**config.mk**
```make
export PLATFORM = sky130hd
export DESIGN_NAME = valid_ready_arbiter
export DESIGN_NICKNAME = d
export VERILOG_FILES = /design/src/rtl/valid_ready_arbiter.sv
export SDC_FILE = /design/constraint.sdc
export NUM_CORES = 1
export LEC_CHECK = 0
export ABC_CLOCK_PERIOD_IN_PS = 7300
export CAP_MARGIN = 0
export CORE_MARGIN = 1.5
export CORE_UTILIZATION = 32
export DETAILED_ROUTE_END_ITERATION = 6
export PLACE_DENSITY = 0.92
export SKIP_LAST_GASP = 1
export SLEW_MARGIN = 0
export SYNTH_ARGS = -nofsm -noshare
export SYNTH_HDL_FRONTEND = slang
export SYNTH_SLANG_ARGS = --single-unit
export TNS_END_PERCENT = 5
```
**constraint.sdc**
```tcl
create_clock -name clock -period 7.3 [get_ports clock]
set_input_delay 1.095 -clock clock [delete_from_list [all_inputs] [get_ports clock]]
set_output_delay 1.095 -clock clock [all_outputs]
set_load 0.005 [all_outputs]
```
**src/rtl/valid_ready_arbiter.sv**
```systemverilog
// Round-robin N:1 valid/ready arbiter; the grant locks while the downstream stalls.
// Define VALID_READY_ARBITER_PACKET_EN to add write_last/read_last and hold the grant for a whole packet.
module valid_ready_arbiter #(
  parameter int WIDTH   = 8,
  parameter int SOURCES = 4,
  localparam int GW     = (SOURCES > 1) ? $clog2(SOURCES) : 1
) (
  input  logic                     clock,
  input  logic                     resetn,
  input  logic [SOURCES*WIDTH-1:0] write_data,
  input  logic [SOURCES-1:0]       write_valid,
  output logic [SOURCES-1:0]       write_ready,
`ifdef VALID_READY_ARBITER_PACKET_EN
  input  logic [SOURCES-1:0]       write_last,
  output logic                     read_last,
`endif
  output logic [WIDTH-1:0]         read_data,
  output logic                     read_valid,
  input  logic                     read_ready,
  output logic [GW-1:0]            read_grant
);

  typedef enum logic {
    IDLE   = 1'b0,
    LOCKED = 1'b1
  } state_t;

  state_t state_reg, state_next;
  logic [GW-1:0] ptr_reg, ptr_next;
  logic [GW-1:0] lock_reg, lock_next;

  logic [SOURCES-1:0] ptr_mask;
  logic [SOURCES-1:0] masked_valid;
  logic [SOURCES-1:0] pick_src;
  logic [SOURCES-1:0] pick_oh;
  logic [SOURCES-1:0] grant_oh;
  logic [GW-1:0]      rr_grant;
  logic [GW-1:0]      grant;
  logic [GW-1:0]      grant_inc;
  logic [WIDTH-1:0]   sel_data;
  logic               sel_valid;
  logic               sel_last;
  logic               transfer;

  logic [GW-1:0][SOURCES-1:0]    enc_col;
  logic [WIDTH-1:0][SOURCES-1:0] data_col;

  // Sources at or above the pointer win first; otherwise wrap to the lowest valid source.
  assign ptr_mask     = ~((SOURCES'(1) << ptr_reg) - SOURCES'(1));
  assign masked_valid = write_valid & ptr_mask;
  assign pick_src     = (|masked_valid) ? masked_valid : write_valid;
  assign pick_oh      = pick_src & (~pick_src + SOURCES'(1));

  generate
    for (genvar gi = 0; gi < SOURCES; gi++) begin : g_src
      assign grant_oh[gi] = (grant == GW'(gi));
      for (genvar gb = 0; gb < GW; gb++) begin : g_enc
        assign enc_col[gb][gi] = (((gi >> gb) % 2) == 1) ? pick_oh[gi] : 1'b0;
      end
      for (genvar gb = 0; gb < WIDTH; gb++) begin : g_dat
        assign data_col[gb][gi] = grant_oh[gi] & write_data[gi*WIDTH + gb];
      end
    end
    for (genvar gb = 0; gb < GW; gb++) begin : g_enc_or
      assign rr_grant[gb] = |enc_col[gb];
    end
    for (genvar gb = 0; gb < WIDTH; gb++) begin : g_dat_or
      assign sel_data[gb] = |data_col[gb];
    end
  endgenerate

  assign grant     = (state_reg == LOCKED) ? lock_reg : rr_grant;
  assign sel_valid = |(write_valid & grant_oh);
  assign transfer  = sel_valid & read_ready;
  assign grant_inc = (grant == GW'(SOURCES - 1)) ? '0 : grant + GW'(1);

`ifdef VALID_READY_ARBITER_PACKET_EN
  assign sel_last = |(write_last & grant_oh);
`else
  assign sel_last = 1'b1;
`endif

  always_ff @(posedge clock or negedge resetn) begin
    if (!resetn) begin
      state_reg <= IDLE;
      ptr_reg   <= '0;
      lock_reg  <= '0;
    end else begin
      state_reg <= state_next;
      ptr_reg   <= ptr_next;
      lock_reg  <= lock_next;
    end
  end

  always_comb begin
    state_next = state_reg;
    lock_next  = lock_reg;
    ptr_next   = ptr_reg;
    case (state_reg)
      IDLE: begin
        // Stall or mid-packet beat: freeze the current grant until it completes.
        if ((sel_valid && !read_ready) || (transfer && !sel_last)) begin
          state_next = LOCKED;
          lock_next  = grant;
        end
      end
      LOCKED: begin
        if (transfer && sel_last) begin
          state_next = IDLE;
        end
      end
      default: begin
        state_next = IDLE;
      end
    endcase
    if (transfer && sel_last) begin
      ptr_next = grant_inc;
    end
  end

  always_comb begin
    read_grant  = grant;
    read_data   = sel_data;
    read_valid  = sel_valid & resetn;
    write_ready = resetn ? (grant_oh & {SOURCES{read_ready}}) : '0;
`ifdef VALID_READY_ARBITER_PACKET_EN
    read_last   = sel_last;
`endif
  end

endmodule

```
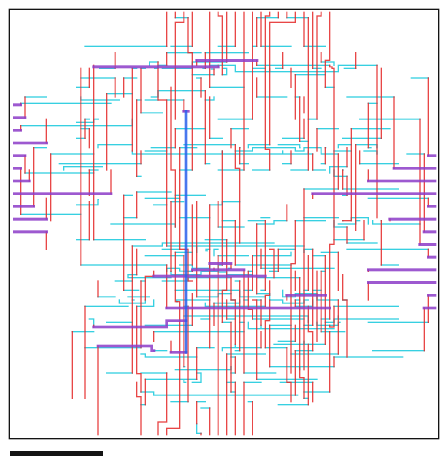
Run 1: metal layers overlaid
The bar under the picture is 10 um long.
[metal 3] purple | wire length: 159 um
[metal 1] cyan | wire length: 818 um
[metal 4] blue | wire length: 25.8 um
[metal 2] red | wire length: 1080 um
vias: 797
Tot GR Track Use: 19.3%
Routed WL: 2080 um
WL per Instance: 13.7 um

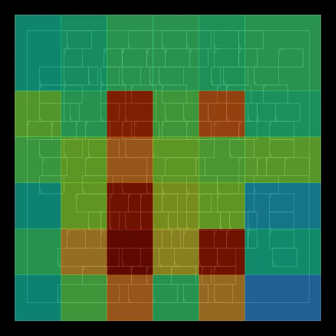
Run 1: track usage over the die
grt peak-use layer: met2
routing usage on met1: 22.4%

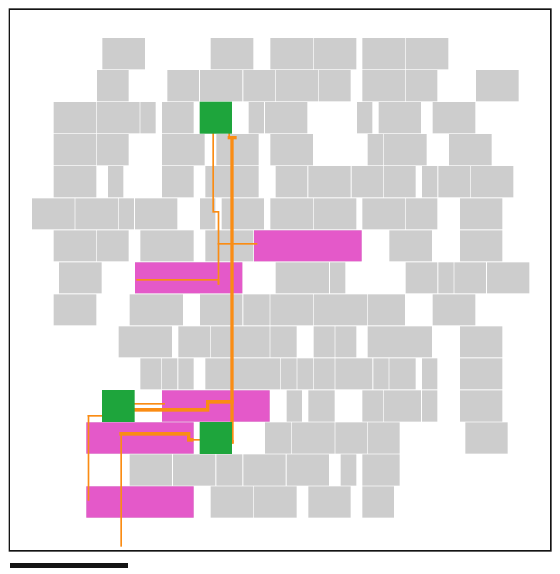
Run 1: clock wires, drivers and flops
The bar under the picture is 10 um long.
[flip-flops] magenta | count: 5
[clock drivers] green | count: 3
[clock wires] orange | length: 99.2 um
routed clock nets: 4
clock group power: 33.3 uW
clock share of power: 8.5%

==> results_slide.txt, run 1 <==
Run Summary

Outcome
  – Status: finished, final reports clean

Cells and area
  – Nets: 171
  – Ratio of cells with drive above 1 in the final layout: 8.66%
  – N_diodes: 0

Critical path
  – Max incr delay on CP: about 480 ps
  – Most common cell on crit path: clkdlybuf4s50_1
  – CP Data Arrival Time: 4260 ps
  – CP delay by family, top: simple AND/OR/NAND/NOR gates
  – Crit path depth: 10
  – Launch point of the worst path: write_valid[2]
  – Worst setup endpoint: read_valid

Yosys
  – Ys async rst share: 100%
  – Top cell type by total area after synthesis: dfrtp_1
  – #FFs+latches synth: 5
  – Syn_area_per_cell: 7.95 um2
  – Most common cell in the netlist: a22oi_1
  – Yosys Chip Area: 588 um2
  – Cell Type Count: 25
  – Synth warn: 0
  – Mapped Cells: around 74
  – Nets at Floorplan: 117
  – Ys cells: 74
  – Synth Cell Area: 588 um2
  – Synth Flop Type: dfrtp_1

Clock tree
  – Total CTS buffers: 3
  – CTS Sinks: 5
  – Clock transition at path regs: ~40 ps
  – Post CTS Setup Buffer Count: 0
  – H-tree depth: 1
  – Max clock buf depth: 2
  – Post_cts resized: 0

Power and ir drop
  – Total chip power: ~390 uW
  – LEAKAGE: 0.487 nW

Drt
  – Vias per inst: 5.24
  – Final ANT Viol Nets: 0
  – Residual DRC: 0

Placed design
  – Detail Placement HPWL: 1630 um
  – Post-DP Area: 1130 um2

Final timing
  – Setup Skew: between 6 and 7 ps
  – Tcrit/Tclk final: 73.4%
  – Fmax: 187 MHz

Die
  – Row cnt: 15
  – Floorplan utilization: 34.1%
## run 1: layout make-up
cell class | instances | area (um2)
clock buffer | 4 | 26.3
fill | 143 | 566
inverter | 3 | 11.3
multi-input combinational | 62 | 437
sequential | 5 | 125
tap | 25 | 31.3
timing repair buffer | 53 | 531
## run 1: through the flow
step	setup WS, ps	hold WS, ps
after floorplan	2980	480
after global placement	2030	491
after detailed placement	1960	497
after CTS	1950	506
after global routing	1830	536
final	1940	506
## run 1: worst min path at each step
stage,slack [ps],end,depth (start not counted),startpoint
6_report,510,lock_reg[0],1,lock_reg[0]
5_1_grt,540,lock_reg[0],1,lock_reg[0]
4_1_cts,510,lock_reg[0],1,lock_reg[0]
3_5_place_dp,500,lock_reg[0],1,lock_reg[0]
3_3_place_gp,490,lock_reg[0],1,lock_reg[0]
2_1_floorplan,480,lock_reg[0],1,lock_reg[0]
## run 1: layer usage
layer	GRT usage, %	wire, um
met4	9.71	25
met5	0	0
met1	22.4	818
met2	32.8	1080
met3	3.97	159
## run 1: placed cells by master (no fill, tap or decap), drive strengths merged, types with 2 or more instances in the layout
master          n
a22o            2
a22oi          16
and3            4
clkbuf          4
clkdlybuf4s50  53
dfrtp           5
ha              4
inv             3
mux2            2
nand2          13
nor2            2
nor3            2
o21ai           3
o31ai           3
## run 1: power by group
part / internal (mW) / total (mW) / switching, mW
sequential: 0.0409 / 0.0542 / 0.0133
combinational: 0.174 / 0.307 / 0.133
clock: 0.0207 / 0.0333 / 0.0126
## run 1: cells by family after synthesis
family	synth area share, %
buffers and inverters	4.47
and+or+nand+nor	21.5
adders and majority gates	8.51
DFF	21.3
muxes	3.83
AOI/OAI and AO/OA	40.4
--- run 2 (diff from run 1) ---
--- a/config.mk
+++ b/config.mk
@@ -5,12 +5,12 @@
 export SDC_FILE = /design/constraint.sdc
 export NUM_CORES = 1
 export LEC_CHECK = 0
-export ABC_CLOCK_PERIOD_IN_PS = 7300
+export ABC_CLOCK_PERIOD_IN_PS = 4300
 export CAP_MARGIN = 0
 export CORE_MARGIN = 1.5
-export CORE_UTILIZATION = 32
+export CORE_UTILIZATION = 27
 export DETAILED_ROUTE_END_ITERATION = 6
-export PLACE_DENSITY = 0.92
+export PLACE_DENSITY = 0.84
 export SKIP_LAST_GASP = 1
 export SLEW_MARGIN = 0
 export SYNTH_ARGS = -nofsm -noshare
==> constraint.sdc (replaced) <==
create_clock -name clock -period 4.3 [get_ports clock]
set_input_delay 0.645 -clock clock [delete_from_list [all_inputs] [get_ports clock]]
set_output_delay 0.645 -clock clock [all_outputs]
set_load 0.005 [all_outputs]
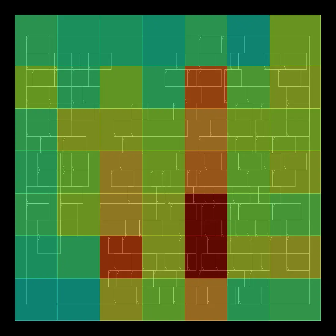
Run 2: track usage over the die
Final Util: 60.6%
WL per Instance: 13.6 um
Tot GR Track Use: 18.5%
met3 track demand over resource: 3.33%
met2 usage: 32.4%

==> results_slide.txt, run 2 <==
Run Summary

Outcome
  – Status: finished, final reports clean

Cells and area
  – Most instantiated logic cell after routing: clkdlybuf4s50_1
  – Fin area: 1210 um2
  – Register area: 125 um2
  – Synthesis-to-layout area growth: 106%
  – N_diodes: 0
  – Nets: 176
  – Multi-input combinational cell area: around 450 um2
  – Top cells excl fill/tap: 52 x clkdlybuf4s50_1, 16 x a22oi_1, 13 x nand2_1
  – Ratio of cells with drive above 1 in the final layout: 12.1%
  – Finished Layout Cells: 159
  – Total of fill cells in the finished design: approximately 170

Clock tree
  – CTS Sinks: 5
  – Root Buffer: clkbuf_4
  – H-tree depth: 1
  – TritonCTS clock tree: yes
  – Total CTS buffers: 3
  – Max clock buf depth: 2
  – Hold_buf cts: 0
  – Clock transition at path regs: 40 ps
  – Worst skew pair latency: approximately 240 ps

Final timing
  – Fmax: 241 MHz
  – Worst hold slack: about 500 ps
  – Min Tclk post-route: 4150 ps
  – Final setup viols: 0
  – Setup Skew: 3.31 ps
  – Pin slew with the least headroom to its limit: approximately 580 ps
  – Tcrit/Tclk final: 96.5%
  – Worst rel slew slack: 60.8%
  – RSZ-0062 raised after global routing: false
  – Final Hold Viols: 0

Yosys
  – Top cells, area: dfrtp_1 21%, a22oi_1 20%, ha_1 8.5%
  – Synth warn: 0
  – Nets at Floorplan: approximately 120
  – #FFs+latches synth: 5
  – Mapped Cells: 74
  – Synth Flop Type: dfrtp_1
  – Ys cells: 74
  – Synth Cell Area: 588 um2
  – Most common cell in the netlist: a22oi_1
  – Top cell type by total area after synthesis: dfrtp_1
  – Yosys Chip Area: 588 um2
  – Synth Seq Share: about a fifth
  – Ys async rst share: 100%
  – Syn_area_per_cell: 7.95 um2
  – Cell Type Count: 25

Hold path
  – Worst min-delay path class: reg -> reg

Critical path
  – Max incr delay on CP: 470 ps
  – Critical path class: in -> out
  – Crit-path max FO: 5
  – Critical path's slowest cell: clkdlybuf4s50_1
  – Most common cell on crit path: clkdlybuf4s50_1
  – CP Data Arrival Time: 3510 ps
  – Crit path required time: 3650 ps
  – Critical Path End Type: output pin
  – Critical path launch point type: input pin

Drt
  – Routed WL: 2160 um
  – Final ANT Viol Nets: 0
  – Initial DRC Count: 25
  – First-pass iteration count of the detailed router: 4
  – Vias per inst: 5.16
  – Vias: slightly above 800
  – Residual DRC: 0

Die
  – DIE WIDTH: 49.7 um
  – Core box area: ~2000 um2
  – Floorplan utilization: slightly below 30%
  – Ports: approximately 54
  – Die Height: 49.7 um
  – Row cnt: 16

Placed design
  – Detail Placement HPWL: 1660 um
  – Cells after DPL: 155
  – Post-DP Area: 1170 um2

GRT
  – Initial antenna violation count: 0
  – First-pass GRT wire length: 3440 um
  – Largest net degree at the start of global routing: 11
  – Number of global-route vias before repair: slightly above 800

Power and ir drop
  – LEAKAGE: 0.523 nW
  – VDD IR max: 0.355 mV

Flow run
  – OpenROAD warnings: 29
  – Max Cap Viol: 0
-- run 2: netlist changes by cell type in the layout (fill, tap and decap cells not counted), sizes merged --
cell	delta
buf	+5
clkdlybuf4s50	-1
dlymetal6s2s	+1
-- run 2: cell families after synthesis --
family | synth area share (%)
compound gates | 40.4
simple gates | 21.5
buf+inv | 4.47
flops | 21.3
fa+ha+maj | 8.51
mux | 3.83
-- run 2: stage by stage --
| stage | power [mW] | setup slack, ps |
|---|---|---|
| after global placement | 0.636 | 99.4 |
| after floorplan | 0.351 | 879 |
| after global routing | 0.767 | 53.0 |
| final | 0.706 | 150 |
| after CTS | 0.703 | 27.5 |
| after detailed placement | 0.644 | 63.5 |
-- run 2: final cells by class --
| class | instances | share of cell area, % |
|---|---|---|
| inverters | 3 | 0.929 |
| multi-input cells | 62 | 36.7 |
| clock buffers | 4 | 2.17 |
| flip-flops and latches | 5 | 10.3 |
| well taps | 27 | 2.79 |
| repair buffers | 58 | 47.1 |
-- run 2: critical path: cells and delay by family --
family	cells	cell delay [ps]
simple gates	4	1020
fa+ha+maj	1	210
compound gates	3	710
buf+inv	2	920
-- run 2: power breakdown --
group	internal [mW]	total, mW	switching (mW)
clock	0.0350	0.0531	0.0181
sequential	0.0694	0.0938	0.0244
combinational	0.320	0.559	0.239
-- run 2: final timing paths --
check                           slack, ps  depth (start not counted)      startpoint          end
max in group asynchronous            3390                          1          resetn   ptr_reg[0]
worst max register to register       1560                          9      ptr_reg[0]  lock_reg[0]
min in group asynchronous             670                          1          resetn    async pin
worst max-delay path                  150                         10  write_valid[2]   read_valid
worst min-delay path                  510                          1     lock_reg[0]  lock_reg[0]
worst min register to register        510                          1     lock_reg[0]  lock_reg[0]
-- run 2: timing repair --
| item | in CTS | in global routing |
|---|---|---|
| buffers inserted | 0 | 0 |
| endpoints found under the setup margin | 0 | 1 |
| resized | 0 | 2 |
-- run 2: per-layer routing --
layer / GRT usage [%] / part of all wire, %
met5: 0 / 0
met2: 32.4 / 45
met1: 19.6 / 44
met3: 3.33 / 7.4
met4: 13.4 / 3.8
--- run 3 (diff from run 2) ---
--- a/config.mk
+++ b/config.mk
@@ -16,4 +16,4 @@
 export SYNTH_ARGS = -nofsm -noshare
 export SYNTH_HDL_FRONTEND = slang
 export SYNTH_SLANG_ARGS = --single-unit
-export TNS_END_PERCENT = 5
+export TNS_END_PERCENT = 1
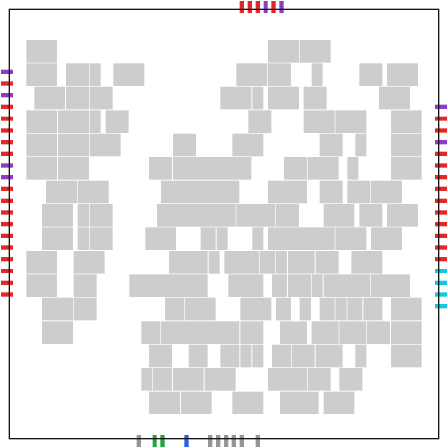
Run 3: pin map
Pins as bars across the die edge, other pins in gray.
[read_data] purple | pins: 8 | direction: output | edge: 4 left, 2 right, 2 top
[write_valid] cyan | pins: 4 | direction: input | edge: right
[read_grant] green | pins: 2 | direction: output | edge: bottom
[write_data] red | pins: 32 | direction: input | edge: 16 left, 12 right, 4 top
[resetn] blue | pins: 1 | direction: input | edge: bottom
all pins by edge: 20 left, 18 right, 10 bottom, 6 top
DIE WIDTH: 49.7 um
port buffer count: 53
Die Height: 49.7 um

==> results_slide.txt, run 3 <==
Run Summary

Clock tree
  – Total CTS buffers: 3
  – Hold_buf cts: 0
  – CTS Sinks: 5
  – H-tree depth: 1
  – Max clock buf depth: 2

Cells and area
  – Register area: 125 um2
  – Nets: 176
  – Most instantiated logic cell after routing: clkdlybuf4s50_1
  – Top cells excl fill/tap: 52 x clkdlybuf4s50_1, 16 x a22oi_1, 13 x nand2_1
  – Multi-input combinational cell area: ~450 um2
  – Synthesis-to-layout area growth: 106%

GRT
  – Tot GR Track Use: between 10% and 20%
  – Largest net degree at the start of global routing: 11
  – Number of global-route vias before repair: approximately 820
  – First-pass GRT wire length: 3440 um

Yosys
  – Yosys Chip Area: slightly below 600 um2
  – Syn_area_per_cell: 7.95 um2
  – Nets at Floorplan: 117
  – Ys async rst share: 100%
  – Synth Flop Type: dfrtp_1
  – Ys cells: roughly 74
  – Synth Seq Share: about a fifth

Placed design
  – Post-DP Area: 1170 um2

Critical path
  – Flop-to-flop setup slack: ~1600 ps
  – Crit-path max FO: 5
  – Reg2Reg Depth: 9
  – Critical Path End Type: output pin
  – Critical path launch point type: input pin
  – CP Data Arrival Time: 3510 ps
  – Reg-to-reg startpoint: ptr_reg[0]
  – Crit path required time: roughly 3700 ps

Die
  – Floorplan utilization: 29.4%
  – Core box area: 2000 um2

Power and ir drop
  – Int Power: 424 uW
  – VDD IR max: between 0.3 and 0.4 mV
  – Sw Pwr: 281 uW
  – Sequential Power Share: 13.3%
  – Clock share of power: 7.5%
  – LEAKAGE: 0.523 nW

Final timing
  – Fmax: between 200 and 250 MHz
  – Worst rel slew slack: 60.8%
  – Tcrit/Tclk final: 96.5%
  – Pin slew with the least headroom to its limit: between 500 and 600 ps
  – Final setup viols: 0

Drt
  – Final ANT Viol Nets: 0
  – Initial DRC Count: 25
  – Residual DRC: 0

Outcome
  – Status: finished, final reports clean

Hold path
  – HP Start: lock_reg[0]
==> run 3: cell counts after synthesis <==
No cell type changed its count.
==> run 3: power by group through the flow <==
stage	registers, mW	logic (mW)	clock network [mW]
3_5_place_dp	0.0927	0.552	0
4_1_cts	0.0924	0.556	0.0553
5_1_grt	0.0968	0.614	0.0554
2_1_floorplan	0.0856	0.265	0
6_report	0.0938	0.559	0.0531
3_3_place_gp	0.0913	0.545	0
==> run 3: critical path: stages <==
cell and delay (ps):
clkdlybuf4s50_1 470, or3b_1 410, a311oi_2 250, nor3_1 130, a21o_2 240, ha_1 210, a22o_1 220, or2_2 320
and2_1 160, clkdlybuf4s50_1 450
==> run 3: final cells by class <==
type	instances	share of cell area, %
repair buffers	58	47.1
multi-input cells	62	36.7
flip-flops and latches	5	10.3
well taps	27	2.79
clock buffers	4	2.17
inverters	3	0.929
==> run 3: per-stage QoR <==
step	std cells	utilization [%]	setup WS (ps)	hold WS [ps]	power, mW
6_report	159	60.6	150	512	0.706
5_1_grt	159	60.6	53.0	563	0.767
4_1_cts	159	60.0	27.5	522	0.703
3_5_place_dp	155	58.7	63.5	513	0.644
3_3_place_gp	155	58.7	99.4	495	0.636
2_1_floorplan	74	-	879	349	0.351
==> run 3: layer usage <==
metal / global-route usage, % / wire length (um) / up-vias
met3: 3.33 / 160 / 9
met2: 32.4 / 973 / 53
met1: 19.6 / 940 / 362
met4: 13.4 / 83 / 0
met5: 0 / 0 / -
li1: - / - / 397
==> run 3: cell families after synthesis <==
group	Yosys count	synth area share, %
AND/OR/NAND/NOR	26	21.5
adder cells (fa/ha/maj)	4	8.51
buffers and inverters	7	4.47
multiplexers	2	3.83
flip-flops	5	21.3
AND-OR/OR-AND	30	40.4
==> run 3: how the worst max path moves through the flow <==
stage	start	endpoint	cells past startpoint
final	write_valid[2]	read_valid	10
after global routing	write_valid[0]	read_valid	10
after CTS	write_valid[1]	read_valid	11
after detailed placement	write_valid[1]	read_valid	11
after global placement	write_valid[1]	read_valid	11
after floorplan	write_valid[2]	read_valid	9
Power and IR drop assume default switching activity.
